`config.mk`:
```
export PLATFORM = sky130hd
export DESIGN_NAME = adc_readout_sequencer
export DESIGN_NICKNAME = d
export VERILOG_FILES = /design/src/rtl/adc_readout_pkg.sv /design/src/rtl/sample_packer_12to8.sv /design/src/rtl/adc_readout_sequencer.sv
export SDC_FILE = /design/constraint.sdc
export NUM_CORES = 1
export LEC_CHECK = 0
export CAP_MARGIN = 20
export CORE_MARGIN = 4
export CORE_UTILIZATION = 54
export CTS_CLUSTER_DIAMETER = 120
export CTS_CLUSTER_SIZE = 24
export DETAILED_ROUTE_END_ITERATION = 10
export GPL_ROUTABILITY_DRIVEN = 0
export GPL_TIMING_DRIVEN = 0
export HOLD_SLACK_MARGIN = 0.15
export PLACE_DENSITY = 0.78
export SETUP_SLACK_MARGIN = 0.4
export SYNTH_ARGS = -nofsm -noshare
export SYNTH_HDL_FRONTEND = slang
export SYNTH_SLANG_ARGS = --single-unit
```
`constraint.sdc`:
```
create_clock -name clk_usb -period 2.5 [get_ports clk_usb]
set_input_delay 0.25 -clock clk_usb [delete_from_list [all_inputs] [get_ports clk_usb]]
set_output_delay 0.25 -clock clk_usb [all_outputs]
set_load 0.02 [all_outputs]
```
`src/rtl/adc_readout_pkg.sv`:
```
// Shared types and constants for the ADC readout sequencer: FSM states,
// prefetch tracking and the byte-phase encoding of a packed group.
package adc_readout_pkg;
   localparam int SAMPLE_W = 12;

   typedef enum logic [2:0] {
      IDLE, FETCH_A, WAIT_A, FETCH_B, WAIT_B, EMIT
   } state_t;

   typedef enum logic [1:0] {
      PF_NONE, PF_POPPED, PF_READY
   } pf_t;

   localparam logic [1:0] BYTE0 = 2'd0;
   localparam logic [1:0] BYTE1 = 2'd1;
   localparam logic [1:0] BYTE2 = 2'd2;
endpackage

```
`src/rtl/sample_packer_12to8.sv`:
```
// Combinational byte select: packs one or two 12-bit samples into the byte
// stream (8-bit truncation in low-res mode, 3 bytes per sample pair otherwise).
module sample_packer_12to8
   import adc_readout_pkg::*;
(
   input  logic [SAMPLE_W-1:0] s0,
   input  logic [SAMPLE_W-1:0] s1,
   input  logic [1:0]          phase,
   input  logic                low_res,
   input  logic                odd_tail,
   output logic [7:0]          byte_out
);
   always_comb begin
      byte_out = s0[11:4];
      if (!low_res) begin
         case (phase)
            BYTE1:   byte_out = odd_tail ? {s0[3:0], 4'h0} : {s0[3:0], s1[11:8]};
            BYTE2:   byte_out = s1[7:0];
            default: byte_out = s0[11:4];
         endcase
      end
   end
endmodule

```
`src/rtl/adc_readout_sequencer.sv`:
```
// Pops ADC samples from a FIFO and serves them as a USB byte stream.
// Optional READOUT_PATTERN_EN adds I_pattern_mode (internal counting samples).
module adc_readout_sequencer
   import adc_readout_pkg::*;
#(
   parameter int unsigned pCOUNT_WIDTH    = 16,
   parameter logic [7:0]  pUNDERFLOW_BYTE = 8'hEE
) (
   input  logic                    clk_usb,
   input  logic                    reset,
   input  logic                    I_start,
   input  logic                    I_abort,
   input  logic                    I_low_res,
   input  logic [pCOUNT_WIDTH-1:0] I_num_samples,
   input  logic                    I_fifo_empty,
   input  logic [11:0]             I_fifo_dout,
   output logic                    O_fifo_rd_en,
   input  logic                    I_byte_req,
`ifdef READOUT_PATTERN_EN
   input  logic                    I_pattern_mode,
`endif
   output logic [7:0]              O_byte,
   output logic                    O_byte_valid,
   output logic                    O_busy,
   output logic                    O_underflow
);
   state_t                  state, state_n;
   pf_t                     pf, pf_n;
   logic [1:0]              phase, phase_n;
   logic [pCOUNT_WIDTH-1:0] cnt;
   logic [SAMPLE_W-1:0]     s0, s1, sample_in;
   logic                    low_res_q, odd_tail, underflow;
   logic                    pat, src_ready, pop, cap_a, cap_b, start_ok, emit_last, pf_ok;
   logic [7:0]              packed_byte;

`ifdef READOUT_PATTERN_EN
   logic [SAMPLE_W-1:0] pat_cnt;
   assign pat       = I_pattern_mode;
   assign sample_in = pat ? pat_cnt : I_fifo_dout;

   always_ff @(posedge clk_usb) begin
      if (reset)              pat_cnt <= '0;
      else if (start_ok)      pat_cnt <= '0;
      else if (cap_a || cap_b) pat_cnt <= pat_cnt + 12'd1;
   end
`else
   assign pat       = 1'b0;
   assign sample_in = I_fifo_dout;
`endif

   assign src_ready = pat || !I_fifo_empty;
   assign start_ok  = (state == IDLE) && I_start && !I_abort;
   // Phase BYTE2 is always the last byte, even if odd_tail flips under a prefetch.
   assign emit_last = low_res_q || (phase == BYTE2) || (odd_tail && phase == BYTE1);
   // s0 is free while s1[7:0] is shown, so the next group's first sample can land early.
   assign pf_ok     = (state == EMIT) && !low_res_q && (phase == BYTE2) &&
                      (cnt != '0) && (pf == PF_NONE);

   always_comb begin
      state_n = state;
      pf_n    = pf;
      phase_n = phase;
      pop     = 1'b0;
      cap_a   = 1'b0;
      cap_b   = 1'b0;
      case (state)
         IDLE: if (I_start) state_n = FETCH_A;
         FETCH_A: begin
            if (cnt == '0) state_n = IDLE;
            else if (src_ready) begin
               pop     = 1'b1;
               state_n = WAIT_A;
            end
         end
         WAIT_A: begin
            cap_a   = 1'b1;
            phase_n = BYTE0;
            state_n = (low_res_q || cnt == pCOUNT_WIDTH'(1)) ? EMIT : FETCH_B;
         end
         FETCH_B: begin
            if (src_ready) begin
               pop     = 1'b1;
               state_n = WAIT_B;
            end
         end
         WAIT_B: begin
            cap_b   = 1'b1;
            phase_n = BYTE0;
            state_n = EMIT;
         end
         EMIT: begin
            if (pf_ok && src_ready) begin
               pop  = 1'b1;
               pf_n = PF_POPPED;
            end
            if (pf == PF_POPPED) begin
               cap_a = 1'b1;
               pf_n  = PF_READY;
            end
            if (I_byte_req) begin
               if (!emit_last) phase_n = phase + 2'd1;
               else begin
                  pf_n    = PF_NONE;
                  phase_n = BYTE0;
                  if (pf == PF_READY)       state_n = (cnt == '0) ? EMIT : FETCH_B;
                  else if (pf == PF_POPPED) state_n = (cnt == pCOUNT_WIDTH'(1)) ? EMIT : FETCH_B;
                  else if (pop)             state_n = WAIT_A;
                  else                      state_n = (cnt != '0) ? FETCH_A : IDLE;
               end
            end
         end
         default: state_n = IDLE;
      endcase
      if (I_abort) begin
         state_n = IDLE;
         pf_n    = PF_NONE;
         pop     = 1'b0;
         cap_a   = 1'b0;
         cap_b   = 1'b0;
      end
   end

   always_ff @(posedge clk_usb) begin
      if (reset) begin
         state     <= IDLE;
         pf        <= PF_NONE;
         phase     <= BYTE0;
         cnt       <= '0;
         s0        <= '0;
         s1        <= '0;
         low_res_q <= 1'b0;
         odd_tail  <= 1'b0;
         underflow <= 1'b0;
      end else begin
         state <= state_n;
         pf    <= pf_n;
         phase <= phase_n;
         if (start_ok) begin
            cnt       <= I_num_samples;
            low_res_q <= I_low_res;
            odd_tail  <= 1'b0;
            underflow <= 1'b0;
         end
         if (I_abort) cnt <= '0;
         if (cap_a) begin
            s0       <= sample_in;
            cnt      <= cnt - pCOUNT_WIDTH'(1);
            odd_tail <= !low_res_q && (cnt == pCOUNT_WIDTH'(1));
         end
         if (cap_b) begin
            s1  <= sample_in;
            cnt <= cnt - pCOUNT_WIDTH'(1);
         end
         if (I_byte_req && !O_byte_valid && O_busy && !I_abort) underflow <= 1'b1;
      end
   end

   sample_packer_12to8 u_packer (
      .s0       (s0),
      .s1       (s1),
      .phase    (phase),
      .low_res  (low_res_q),
      .odd_tail (odd_tail),
      .byte_out (packed_byte)
   );

   assign O_fifo_rd_en = pop && !pat && !reset;
   assign O_byte_valid = (state == EMIT);
   assign O_busy       = (state != IDLE);
   assign O_underflow  = underflow;
   assign O_byte       = O_byte_valid ? packed_byte :
                         (I_byte_req ? pUNDERFLOW_BYTE : 8'h00);
endmodule

```
### Wiring by layer

(4 px per µm)
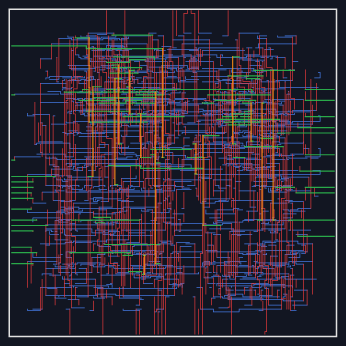
green -> metal 3  # wire length 661 µm
red -> metal 2  # wire length 4,360 µm
orange -> metal 4  # wire length 314 µm
blue -> metal 1  # wire length 3,610 µm

==> results.json <==
{
  "cpMaxStageDelayCell": "or3b_4",
  "top_area_cell": "dfxtp_1",
  "synthTopLogicFamily": "simple AND/OR/NAND/NOR gates",
  "post_cts_buffers": 8,
  "ys_chip_area_um2": 2910,
  "finalSetupTns_ns": 0,
  "place_area_um2": 3440,
  "first_global_vias": 3068,
  "yosys_warnings": 0,
  "cts_buffers": 5,
  "grt_pass1_wl_um": 14100,
  "fin_crit_sh_pct": 85.5,
  "antenna_left": 0,
  "arrival_ns": 1.89,
  "path_buffers": 3,
  "slew_violations": 0,
  "ys.flops": 50,
  "clkPwrFrac_pct": 31.4,
  "syn_area_um2": 2910,
  "power_mw": 1.88,
  "r2r_end": "state[1]$_SDFFE_PP0P_",
  "dp_cells": 506,
  "fp.dieH_um": 81.4,
  "fin_util_pct": 74.6,
  "via_per_inst": 6.12,
  "final_cell_area_um2": 3860,
  "ys_seq_share_pct": 34.4,
  "root_buffer": "clkbuf_8",
  "fp_nets": 431,
  "r2r-start": "phase[0]$_SDFFE_PP0P_",
  "timing.reg2reg.setup_slack_ns": 0.44,
  "path_clk_slew_ns": 0.09,
  "clk_latency_ns": 0.30,
  "synthFlopType": "dfxtp_1",
  "rows": 26,
  "wl_um": 8950,
  "simple_gate_area_share_pct": 28.1,
  "overflow": 0,
  "leakagePower_nw": 1.37,
  "holdPathEnd": "state[1]$_SDFFE_PP0P_",
  "yosys.area.top_type_share_pct": 34.4,
  "hold_ws_ns": 0.437,
  "warnings": 30,
  "place_worst_setup_slack_ns": -0.149,
  "finalCriticalPeriod_ns": 2.14,
  "min-delay-start": "reset",
  "htree_num_levels": 2,
  "max-vdd-ir-drop_mv": 0.419,
  "edf_count": 0,
  "crit_cells": 8,
  "port_buffers": 44,
  "ios": 47,
  "switching_share_pct": 28.4,
  "cts.path.max_buffers": 2,
  "setup_viol": 0,
  "die_area_um2": 6630,
  "cp-end-kind": "primary output",
  "crit_chain": "inv_2 -> ha_4 -> buf_6 -> or3b_4 -> nor2_4 -> nand3_2 -> a21oi_2 -> buf_6",
  "max_cap_violations": 0,
  "slowest_delay_ns": 0.40,
  "tritoncts": "built",
  "avgSynthCellArea_um2": 7.42,
  "fp_util_pct": 56.3,
  "stdcell_count": 525,
  "dr.pass1.iters": 5,
  "grt_max_degree": 15,
  "vias": 3215,
  "r2r_cells": 8,
  "setup_slack_ns": 0.363,
  "nets": 494,
  "compound_area_share_pct": 24.3,
  "synth_cells": 392,
  "skew_ns": 0.00681,
  "path_class": "register to primary output",
  "ys_top_cells_by_count": "nand2_1, dfxtp_1, nor2_1",
  "antenna_found_initial": 0,
  "synth_cell_types": 53,
  "async_flop_share_pct": 0,
  "status": "completed",
  "drt-initial-drc-count": 234,
  "synth_xor_xnor_area_share_pct": 1.50,
  "crit_path_end": "O_fifo_rd_en",
  "grt_usage_pct": 26.9,
  "pwr-share-seq_pct": 45.1,
  "antenna_cells": 0,
  "crit_start": "phase[0]$_SDFFE_PP0P_",
  "fillers": 419,
  "power_switching_mw": 0.535,
  "adder_share_pct": 1.72,
  "tightestPinTransition_ns": 0.649,
  "drt-wirelength-per-cell_um": 17.0,
  "drc": 0,
  "worstHoldPathType": "primary input to register",
  "whs_path_depth": 2,
  "maxSlewHeadroom_pct": 56.2,
  "clock_sinks": 50,
  "p_int_mw": 1.35,
  "coreArea_um2": 5170,
  "timing.fmax_mhz": 468,
  "synthMuxAreaShare_pct": 4.47,
  "power_frac_comb_pct": 23.5,
  "topCellsByArea": "dfxtp_1, nand2_1, nor2_1",
  "crit_fanout": 3,
  "startpoint_type": "register",
  "critPathMostFrequentCell": "buf_6",
  "area_growth_pct": 32.7,
  "cts_hold_buf": 0,
  "power_density_nw_per_um2": 488,
  "yosysCellCount": 392,
  "drive_above_1_share_pct": 19.3,
  "synth.most_common_cell": "nand2_1",
  "grt_setup_unrepaired": "true",
  "cp_top_family": "simple AND/OR/NAND/NOR gates",
  "die_x_um": 81.4,
  "critPathRequiredTime_ns": 2.25,
  "hold_viol": 0,
  "place_hpwl_um": 5850,
  "post_cts_resized": 74
}
### Gate families picked out

(4 px per µm)
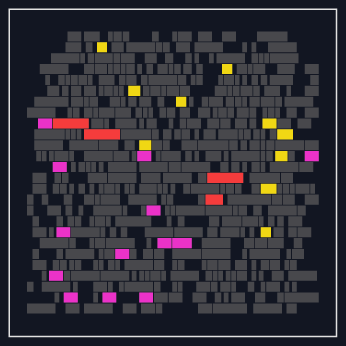
magenta -> multiplexers  # cells 13, most used mux2i_1
red -> adder and majority cells  # cells 4, most used ha_4
yellow -> AND-OR and OR-AND gates  # cells 10

-- layout by cell type (no fill, tap or decap), types with 8 or more instances in the layout --
cell / instances
nor3_1: 11
buf_4: 12
o21ai_0: 31
clkdlybuf4s50_1: 34
inv_1: 13
buf_2: 9
nand2_1: 58
clkbuf_1: 11
nor2_1: 45
a22oi_1: 8
mux2i_1: 12
a21oi_1: 24
dfxtp_1: 44
a211oi_1: 8
-- final cells by class --
type                       instances  area (µm²)  share of cell area [%]
multi-input combinational        303        1920                    49.8
sequential                        50        1020                    26.3
timing repair buffer              56         508                    13.2
buffer                            24         156                    4.05
tap                               70        87.6                    2.27
clock buffer                       6        82.6                    2.14
inverter                          15        57.6                    1.49
clock inverter                     1        30.0                   0.778
-- flip-flops by register name, indices dropped and copies added (netlist names) --
name / flops
state: 3
O_underflow: 1
s1: 12
pf: 2
cnt: 16
low_res_q: 1
odd_tail: 1
s0: 12
phase: 2
-- cells by family (layout without fill, tap and decap cells) --
family | Yosys count | after routing
AOI/OAI and AO/OA | 111 | 111
DFF | 50 | 50
and+or+nand+nor | 170 | 170
muxes | 13 | 13
buffers and inverters | 39 | 102
adders and majority gates | 4 | 4
xor gates and xnor gates | 5 | 5
-- per-layer routing --
metal	wire length [µm]	track usage, %	vias to the layer above	part of all wire (%)
li1	-	-	1527	-
met1	3610	32.6	1512	40
met2	4360	47.0	144	49
met3	660	4.28	32	7.4
met4	314	11.1	0	3.5
met5	0	0	-	0
-- power groups by stage --
stage | combinational, mW | clock [mW] | sequential, mW
final | 0.442 | 0.591 | 0.849
after global routing | 0.478 | 0.631 | 0.853
after CTS | 0.398 | 0.595 | 0.847
after detailed placement | 0.366 | 0 | 0.862
after global placement | 0.361 | 0 | 0.861
after floorplan | 0.235 | 0 | 0.857
Power figures rest on the tool's default switching activity, not on a simulated workload.
